File: src/rtl/riscv_mem_pkg.sv
// Shared types and constants for the unified-memory port arbiter.
// Latency: n/a (declarations only).
// Backpressure: n/a.
package riscv_mem_pkg;

  typedef enum logic [1:0] {
    ST_IDLE = 2'd0,
    ST_WAIT = 2'd1,
    ST_DONE = 2'd2
  } state_e;

  localparam logic REQ_IF = 1'b0;
  localparam logic REQ_DM = 1'b1;

  // Width of the wait-state counter; it only ever holds MEM_LAT-1.
  function automatic int cnt_width(input int lat);
    return (lat <= 2) ? 1 : $clog2(lat);
  endfunction

endpackage

File: src/rtl/mem_arb_select.sv
// Winner pick between fetch and load/store requesters, DM favoured with an anti-starvation streak.
// Latency: winner is combinational; streak updates on the accepting edge.
// Backpressure: losers simply stay pending; selection is only consumed when arb_en_i is high.
module mem_arb_select
  import riscv_mem_pkg::*;
#(
  parameter int MAX_DATA_BURST = 4
) (
  input  logic clk,
  input  logic reset,
  input  logic arb_en_i,
  input  logic if_req_i,
  input  logic dm_req_i,
  output logic win_vld_o,
  output logic win_id_o
);

  localparam int SW = $clog2(MAX_DATA_BURST + 1);
  localparam logic [SW-1:0] STREAK_MAX = SW'(MAX_DATA_BURST);

  logic [SW-1:0] streak_q;

  // DM wins a collision unless IF has already been passed over MAX_DATA_BURST times.
  always_comb begin
    win_vld_o = if_req_i | dm_req_i;
    win_id_o  = REQ_DM;
    if (if_req_i && (!dm_req_i || (streak_q == STREAK_MAX))) begin
      win_id_o = REQ_IF;
    end
  end

  // Count DM grants that bypassed a waiting IF; any other grant clears the streak.
  always_ff @(posedge clk or posedge reset) begin
    if (reset) begin
      streak_q <= '0;
    end else if (arb_en_i && win_vld_o) begin
      if ((win_id_o == REQ_IF) || !if_req_i) begin
        streak_q <= '0;
      end else if (streak_q != STREAK_MAX) begin
        streak_q <= streak_q + SW'(1);
      end
    end
  end

endmodule

File: src/rtl/mem_port_arbiter.sv
// Shares one single-port memory between fetch (IF) and load/store (DM) requesters.
// Latency: request sampled at E, gnt at E+1, rvalid at E+1+MEM_LAT; one transaction per MEM_LAT+1 cycles.
// Backpressure: requesters hold req and payload until gnt; requests seen during WAIT wait for the next arbitration edge.
module mem_port_arbiter
  import riscv_mem_pkg::*;
#(
  parameter int ADDR_W         = 32,
  parameter int DATA_W         = 32,
  parameter int MEM_LAT        = 2,
  parameter int MAX_DATA_BURST = 4
) (
  input  logic              clk,
  input  logic              reset,
  input  logic              if_req,
  input  logic [ADDR_W-1:0] if_addr,
  output logic              if_gnt,
  output logic              if_rvalid,
  output logic [DATA_W-1:0] if_rdata,
  input  logic              dm_req,
  input  logic              dm_we,
  input  logic [ADDR_W-1:0] dm_addr,
  input  logic [DATA_W-1:0] dm_wdata,
  output logic              dm_gnt,
  output logic              dm_rvalid,
  output logic [DATA_W-1:0] dm_rdata,
  output logic              mem_en,
  output logic              mem_we,
  output logic [ADDR_W-1:0] mem_addr,
  output logic [DATA_W-1:0] mem_wdata,
  input  logic [DATA_W-1:0] mem_rdata,
  output logic              busy
);

  localparam int CW = cnt_width(MEM_LAT);
  localparam logic [CW-1:0] CNT_LOAD = CW'(MEM_LAT - 1);

  state_e        state_q;
  logic [CW-1:0] cnt_q;
  logic          id_q;
  logic          we_q;

  logic arb_en;
  logic win_vld;
  logic win_id;

  // Arbitration happens from IDLE and from DONE, never while a transaction is counting.
  assign arb_en = (state_q != ST_WAIT);
  assign busy   = (state_q != ST_IDLE);

  mem_arb_select #(
    .MAX_DATA_BURST(MAX_DATA_BURST)
  ) u_sel (
    .clk      (clk),
    .reset    (reset),
    .arb_en_i (arb_en),
    .if_req_i (if_req),
    .dm_req_i (dm_req),
    .win_vld_o(win_vld),
    .win_id_o (win_id)
  );

  // Transaction FSM: accept winner, count fixed memory latency, return data with a one-cycle rvalid.
  always_ff @(posedge clk or posedge reset) begin
    if (reset) begin
      state_q   <= ST_IDLE;
      cnt_q     <= '0;
      id_q      <= REQ_IF;
      we_q      <= 1'b0;
      if_gnt    <= 1'b0;
      if_rvalid <= 1'b0;
      if_rdata  <= '0;
      dm_gnt    <= 1'b0;
      dm_rvalid <= 1'b0;
      dm_rdata  <= '0;
      mem_en    <= 1'b0;
      mem_we    <= 1'b0;
      mem_addr  <= '0;
      mem_wdata <= '0;
    end else begin
      // Strobes are single-cycle pulses unless re-asserted below.
      if_gnt    <= 1'b0;
      dm_gnt    <= 1'b0;
      if_rvalid <= 1'b0;
      dm_rvalid <= 1'b0;
      mem_en    <= 1'b0;
      mem_we    <= 1'b0;
      case (state_q)
        ST_WAIT: begin
          if (cnt_q == '0) begin
            state_q <= ST_DONE;
            if (id_q == REQ_DM) begin
              dm_rvalid <= 1'b1;
              if (!we_q) begin
                dm_rdata <= mem_rdata;
              end
            end else begin
              if_rvalid <= 1'b1;
              if_rdata  <= mem_rdata;
            end
          end else begin
            cnt_q <= cnt_q - CW'(1);
          end
        end
        default: begin
          // IDLE and DONE (and any stray encoding) arbitrate on this edge.
          if (win_vld) begin
            state_q <= ST_WAIT;
            cnt_q   <= CNT_LOAD;
            id_q    <= win_id;
            mem_en  <= 1'b1;
            if (win_id == REQ_DM) begin
              we_q      <= dm_we;
              mem_we    <= dm_we;
              mem_addr  <= dm_addr;
              mem_wdata <= dm_wdata;
              dm_gnt    <= 1'b1;
            end else begin
              we_q     <= 1'b0;
              mem_addr <= if_addr;
              if_gnt   <= 1'b1;
            end
          end else begin
            state_q <= ST_IDLE;
          end
        end
      endcase
    end
  end

endmodule

File: config.mk
export PLATFORM = sky130hd
export DESIGN_NAME = mem_port_arbiter
export DESIGN_NICKNAME = d
export VERILOG_FILES = /design/src/rtl/riscv_mem_pkg.sv /design/src/rtl/mem_arb_select.sv /design/src/rtl/mem_port_arbiter.sv
export SDC_FILE = /design/constraint.sdc
export NUM_CORES = 1
export LEC_CHECK = 0
export CORE_AREA = 2 2 128 130
export CTS_CLUSTER_SIZE = 25
export DETAILED_ROUTE_END_ITERATION = 7
export DIE_AREA = 0 0 130 132
export PLACE_DENSITY = 0.76
export SYNTH_ARGS = -nofsm -noshare
export SYNTH_HDL_FRONTEND = slang
export SYNTH_SLANG_ARGS = --single-unit
File: constraint.sdc
create_clock -name clk -period 5.1 [get_ports clk]
set_clock_uncertainty 0.1 [all_clocks]
set_input_delay 1.275 -clock clk [delete_from_list [all_inputs] [get_ports clk]]
set_output_delay 1.275 -clock clk [all_outputs]
set_load 0.02 [all_outputs]
==> results.yml, run 1 <==
# yosys + openroad results
cts:
  htreeDepth: 4
  clkLatencyLatePin_ns: 0.40
  numCtsBuffers: 17
  clockBufferDepth: 2
  cts-hold-fix-buffers: 0
  ctsResizeCount: 0
  cts.sink_count: 142
  cts-root-buf: "clkbuf_16"
  cts_setup_buffers: 0
  clk_transition_reported_paths_ns: 0.06
final_timing:
  tns_ns: 0
  timing.slew.headroom_pct: 17.02
  fmax_mhz: 314.6
  hold_viol_final: 0
  whs_ns: 0.4027
  final_max_slew_viol_count: 0
  min_period_ns: 3.179
  period_used_pct: 62.34
  worst_pin_slew_ns: 1.243
  setup_viol: 0
  rsz0062_at_grt: "false"
synth:
  synthArstFlopShare_pct: 100.0
  ys_sh_mux_pct: 18.47
  ff_type: "dfrtp_1"
  logic_family: "multiplexers"
  syn_nets: 574
  netlist_instances: 439
  synthTopCellsByCount: "dfrtp_1, mux2_2, inv_1, nand4_1, nand3_1"
  ys_sh_xor_pct: 0
  yosysMostFrequentCell: "dfrtp_1"
  edf_count: 0
  synthAoiAreaFrac_pct: 5.856
  synth_chip_area_sq_um: 5854
  top_area_cell: "dfrtp_1"
  synth_stat.cells: 439
  synth-adder-area-share_pct: 0.4274
  syn_avg_cell_area_sq_um: 13.34
  synthDistinctLibCells: 33
  ys_sh_simple_pct: 8.763
  ys_seq_share_pct: 60.70
  synthTopCellsByArea: "dfrtp_1, mux2_2, o221ai_1"
  ys.flops: 142
route:
  dr_wl_met3_um: 1083
  vias: 4582
  wl_met2_um: 8018
  routed.top_layer: "met4"
  routed_wl_um: 15540
  first_pass_iters: 6
  drcViolationCount: 0
  drt-met1-wl_um: 6075
  wl_per_cell_um: 16.82
pwr:
  combPwrFrac_pct: 48.8
  comb-power_mw: 3.07
  maxPowerGroup: "combinational logic"
  p_per_area_nw_per_um2: 680.7
  pg_clk_mw: 1.21
  cellLeakagePower_nw: 3.815
  p_int_mw: 4.021
  seq_power_share_pct: 32.0
  power_mw: 6.295
  pg_seq_mw: 2.02
layout:
  fillers: 1245
  logic_area_sq_um: 1964
  largestClassByArea: "sequential cells"
  clockNetworkAreaShare_pct: 6.346
  flop_area_sq_um: 3553
  layout.cells.most_common: "clkdlybuf4s50_1"
  comb_area_share_pct: 21.24
  mostFrequentLayoutCells: "clkdlybuf4s50_1, dfrtp_1, mux2_2, inv_1, nand4_1"
  drive_gt1_share_pct: 19.49
  n_antenna_cell: 0
  final-nonclk-buf-share_pct: 29.52
  logic_gate_count: 224
  fin_util_pct: 58.85
  finalNonFillerCells: 924
  finalNetCount: 830
  seq_share_pct: 38.43
min_path:
  worst_hold_path.num_cells: 1
  hold_path_end: "dm_rdata[9]"
  hp-start: "dm_rdata[9]"
  holdCritPathClass: "flip-flop to flip-flop"
worst_setup_path:
  path_max_fanout: 32
  cp.depth: 4
  reg2reg_from: "state_q[1]"
  critical_path.n_buffers_inverters: 2
  critPathMaxStageDelay_ns: 0.96
  reg2reg_slack_ns: 2.36
  endpoint_kind: "flip-flop"
  critPathKind: "input pin to flip-flop"
  start_kind: "input pin"
  cp-endpoint: "mem_addr[5]"
  required_ns: 5.21
  arrival_ns: 3.29
  crit_chain: "clkdlybuf4s50_1, inv_1, nor2_2, o221ai_1"
  crit_start: "if_req"
  reg2reg_to: "mem_wdata[19]"
  slowest_stage: "nor2_2"
global_routing:
  grt_pass1_wl_um: 24660
  busiest_layer: "met2"
  grt_max_degree: 143
  grt_use_met2_pct: 31.82
  antenna_found_initial: 0
  grtUsageTotal_pct: 18.31
  met1_usage_pct: 21.21
  first_global_vias: 4761
  overflow: 0
  use_met3_pct: 5.073
placed_design:
  place.port_buffers: 267
  place_congestion: 0.7776
  place_hpwl_um: 11000
  place_area_sq_um: 8661
  dp.cells: 892
die:
  rows: 46
  num_io_pins: 268
  die_h_um: 132
  coreArea_sq_um: 15710
  die_w_um: 130
  floorplan.core_util_pct: 37.26
  nWellTaps: 216
outcome:
  outcome: "finished, final reports clean"
flow_run:
  warnings: 29
  cap_violations: 0
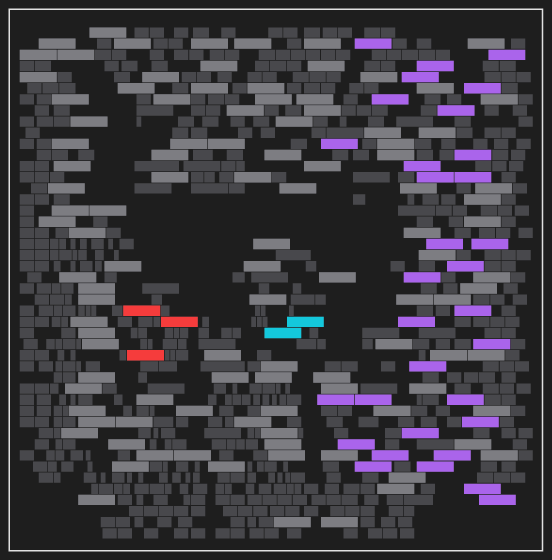
run_1/flops_by_reg.png
Other sequential cells in the stronger grey, the rest of the logic in the fainter grey.
Key: purple = dm_rdata [placed flops 32, where a vertical strip on the right]; red = u_sel.streak_q [placed flops 3]; cyan = state_q [placed flops 2]
Another 105 sequential cells are not coloured.

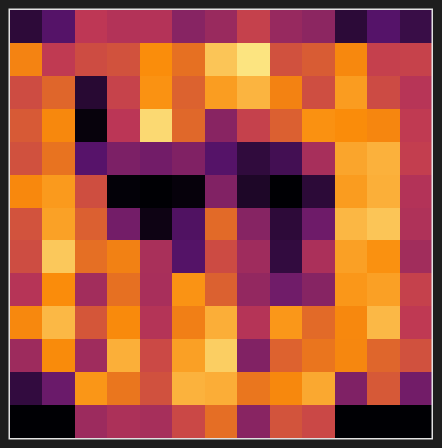
run_1/cell_density.png
13 x 13 tiles, from black (low) to pale yellow (high), 0 to 100% covered.
5.9% of the tiles are nearly empty. The mean over all tiles is 52%. The emptiest ninth of the die: centre. The fullest tile reaches 94%.

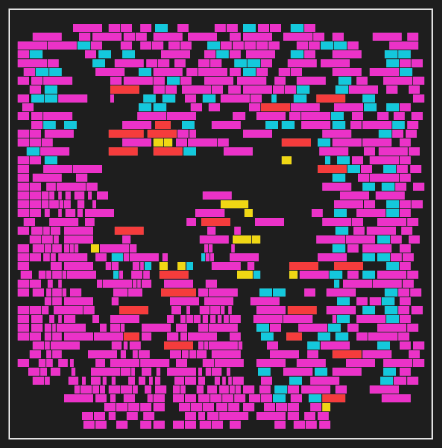
run_1/sizes.png
Key: cyan = _2 cells [cells 102, share 14%]; red = _6 and larger [cells 23, share 3.2%]; yellow = _3 and _4 cells [cells 13, share 1.8%]; magenta = _0 and _1 cells [cells 570, share 81%]
Buffers, non-clock: 273
final worst setup slack: 1.921 ns
Area Growth Syn to Fin: 57.96%
Design Area, Final: 9248 sq um

## Run 2: what changed since run 1
- CORE_AREA: 2 2 128 130 -> 2 2 122 124
- DIE_AREA: 0 0 130 132 -> 0 0 124 126
- PLACE_DENSITY: 0.76 -> 0.79
- clock period: 5.1 -> 3.21 ns (I/O delays scaled with it)
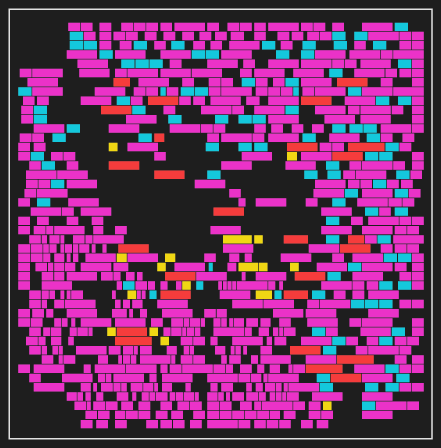
run_2/sizes.png
Key: cyan = _2 cells [cells 100, share 14%]; red = _6 and larger [cells 26, share 3.7%]; magenta = _0 and _1 cells [cells 568, share 80%]; yellow = _3 and _4 cells [cells 17, share 2.4%]

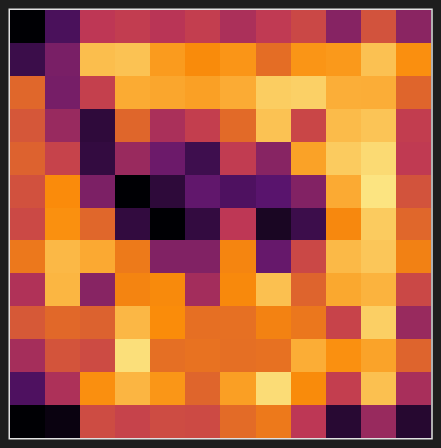
run_2/cell_density.png
12 x 13 tiles, from black (low) to pale yellow (high), 0 to 100% covered.
The mean over all tiles is 58%. 30% of the tiles are over 75% full. 2.6% of the tiles are nearly empty. The emptiest ninth of the die: centre.

==> run 2 against run 1 <==
  * Critical path type unchanged
  * Die size down 9.0%
  * Largest power group unchanged
  * Design area up 0.53%
  * Synthesized cell count unchanged
  * Via count up 1.7%
  * Non-clock buffer count up 3
  * Core utilization up 6.1 points
==> results.yml, run 2 <==
# yosys + openroad results
global_routing:
  grt_pass1_wl_um: 24740
  overflow: 0
  first_global_vias: 4906
  grt_max_degree: 74
final_timing:
  timing.slew.headroom_pct: 10.34
  whs_ns: 0.3888
  final_max_slew_viol_count: 0
  hold_viol_final: 0
  min_period_ns: 2.751
  period_used_pct: 85.69
  setup_viol: 0
  fmax_mhz: 363.5
  worst_pin_slew_ns: 1.343
  tns_ns: 0
  fin_ws_ns: 0.4593
route:
  dr_wl_met3_um: 1545
  first_pass_iters: 4
  routed.top_layer: "met4"
  vias: 4659
  drcViolationCount: 0
  routed_wl_um: 16000
worst_setup_path:
  crit_chain: "clkdlybuf4s50_1, inv_1, nor2_2, o221ai_1"
  critPathMaxStageDelay_ns: 1.04
  cp.depth: 4
  arrival_ns: 2.86
  endpoint_kind: "flip-flop"
  critical_path.n_buffers_inverters: 2
  reg2reg_to: "mem_addr[8]"
  crit_start: "if_req"
  start_kind: "input pin"
  reg2reg_slack_ns: 0.67
  required_ns: 3.32
  slowest_stage: "nor2_2"
min_path:
  hp-start: "dm_rdata[24]"
  hold_path_end: "dm_rdata[24]"
cts:
  cts-root-buf: "clkbuf_16"
  clockBufferDepth: 2
  ctsResizeCount: 0
  clkLatencyLatePin_ns: 0.41
  cts_setup_buffers: 0
  cts.sink_count: 142
  clk_transition_reported_paths_ns: 0.06
flow_run:
  cap_violations: 0
  warnings: 27
synth:
  ys_sh_simple_pct: 8.763
  ys_sh_xor_pct: 0
  ys.flops: 142
  ff_type: "dfrtp_1"
  yosysMostFrequentCell: "dfrtp_1"
  synthAoiAreaFrac_pct: 5.856
  top_area_cell: "dfrtp_1"
  ys_seq_share_pct: 60.70
  syn_avg_cell_area_sq_um: 13.34
  logic_family: "multiplexers"
  ys_sh_mux_pct: 18.47
  synthTopCellsByArea: "dfrtp_1, mux2_2, o221ai_1"
  synthTopCellsByCount: "dfrtp_1, mux2_2, inv_1, nand4_1, nand3_1"
  synth-adder-area-share_pct: 0.4274
  syn_nets: 574
  synthArstFlopShare_pct: 100.0
  synth_stat.cells: 439
  netlist_instances: 439
pwr:
  power_mw: 10.23
  seq_power_share_pct: 31.2
  p_per_area_nw_per_um2: 1101
  p_int_mw: 6.543
  cellLeakagePower_nw: 3.854
  pg_seq_mw: 3.19
  pg_clk_mw: 2.10
  comb-power_mw: 4.94
  combPwrFrac_pct: 48.3
layout:
  mostFrequentLayoutCells: "clkdlybuf4s50_1, dfrtp_1, mux2_2, inv_1, nand4_1"
  n_antenna_cell: 0
  finalNonFillerCells: 895
  buffers: 276
  final_cell_area_sq_um: 9296
  largestClassByArea: "sequential cells"
  layout.cells.most_common: "clkdlybuf4s50_1"
  logic_gate_count: 224
  seq_share_pct: 38.22
  logic_area_sq_um: 1964
  flop_area_sq_um: 3553
  comb_area_share_pct: 21.13
  syn_to_final_growth_pct: 58.79
  finalNetCount: 833
  clockNetworkAreaShare_pct: 6.891
placed_design:
  place_hpwl_um: 11460
  place.port_buffers: 267
  dp.cells: 863
  place_area_sq_um: 8656
die:
  coreArea_sq_um: 14310
  num_io_pins: 268
  rows: 44
  die_h_um: 126
  nWellTaps: 184
outcome:
  outcome: "finished, final reports clean"
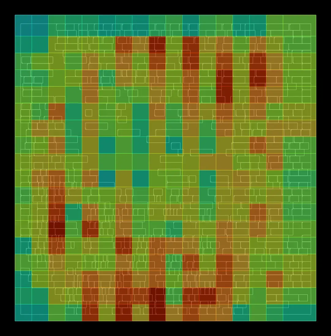
run_2/congestion.png
met1 Usage GRT: 22.80%
M3 GR Usage: 7.156%
most used routing layer: met2
wire per inst: 17.87 um
GRT met2 Usage: 34.87%

Power is estimated from default activity; no workload was simulated.
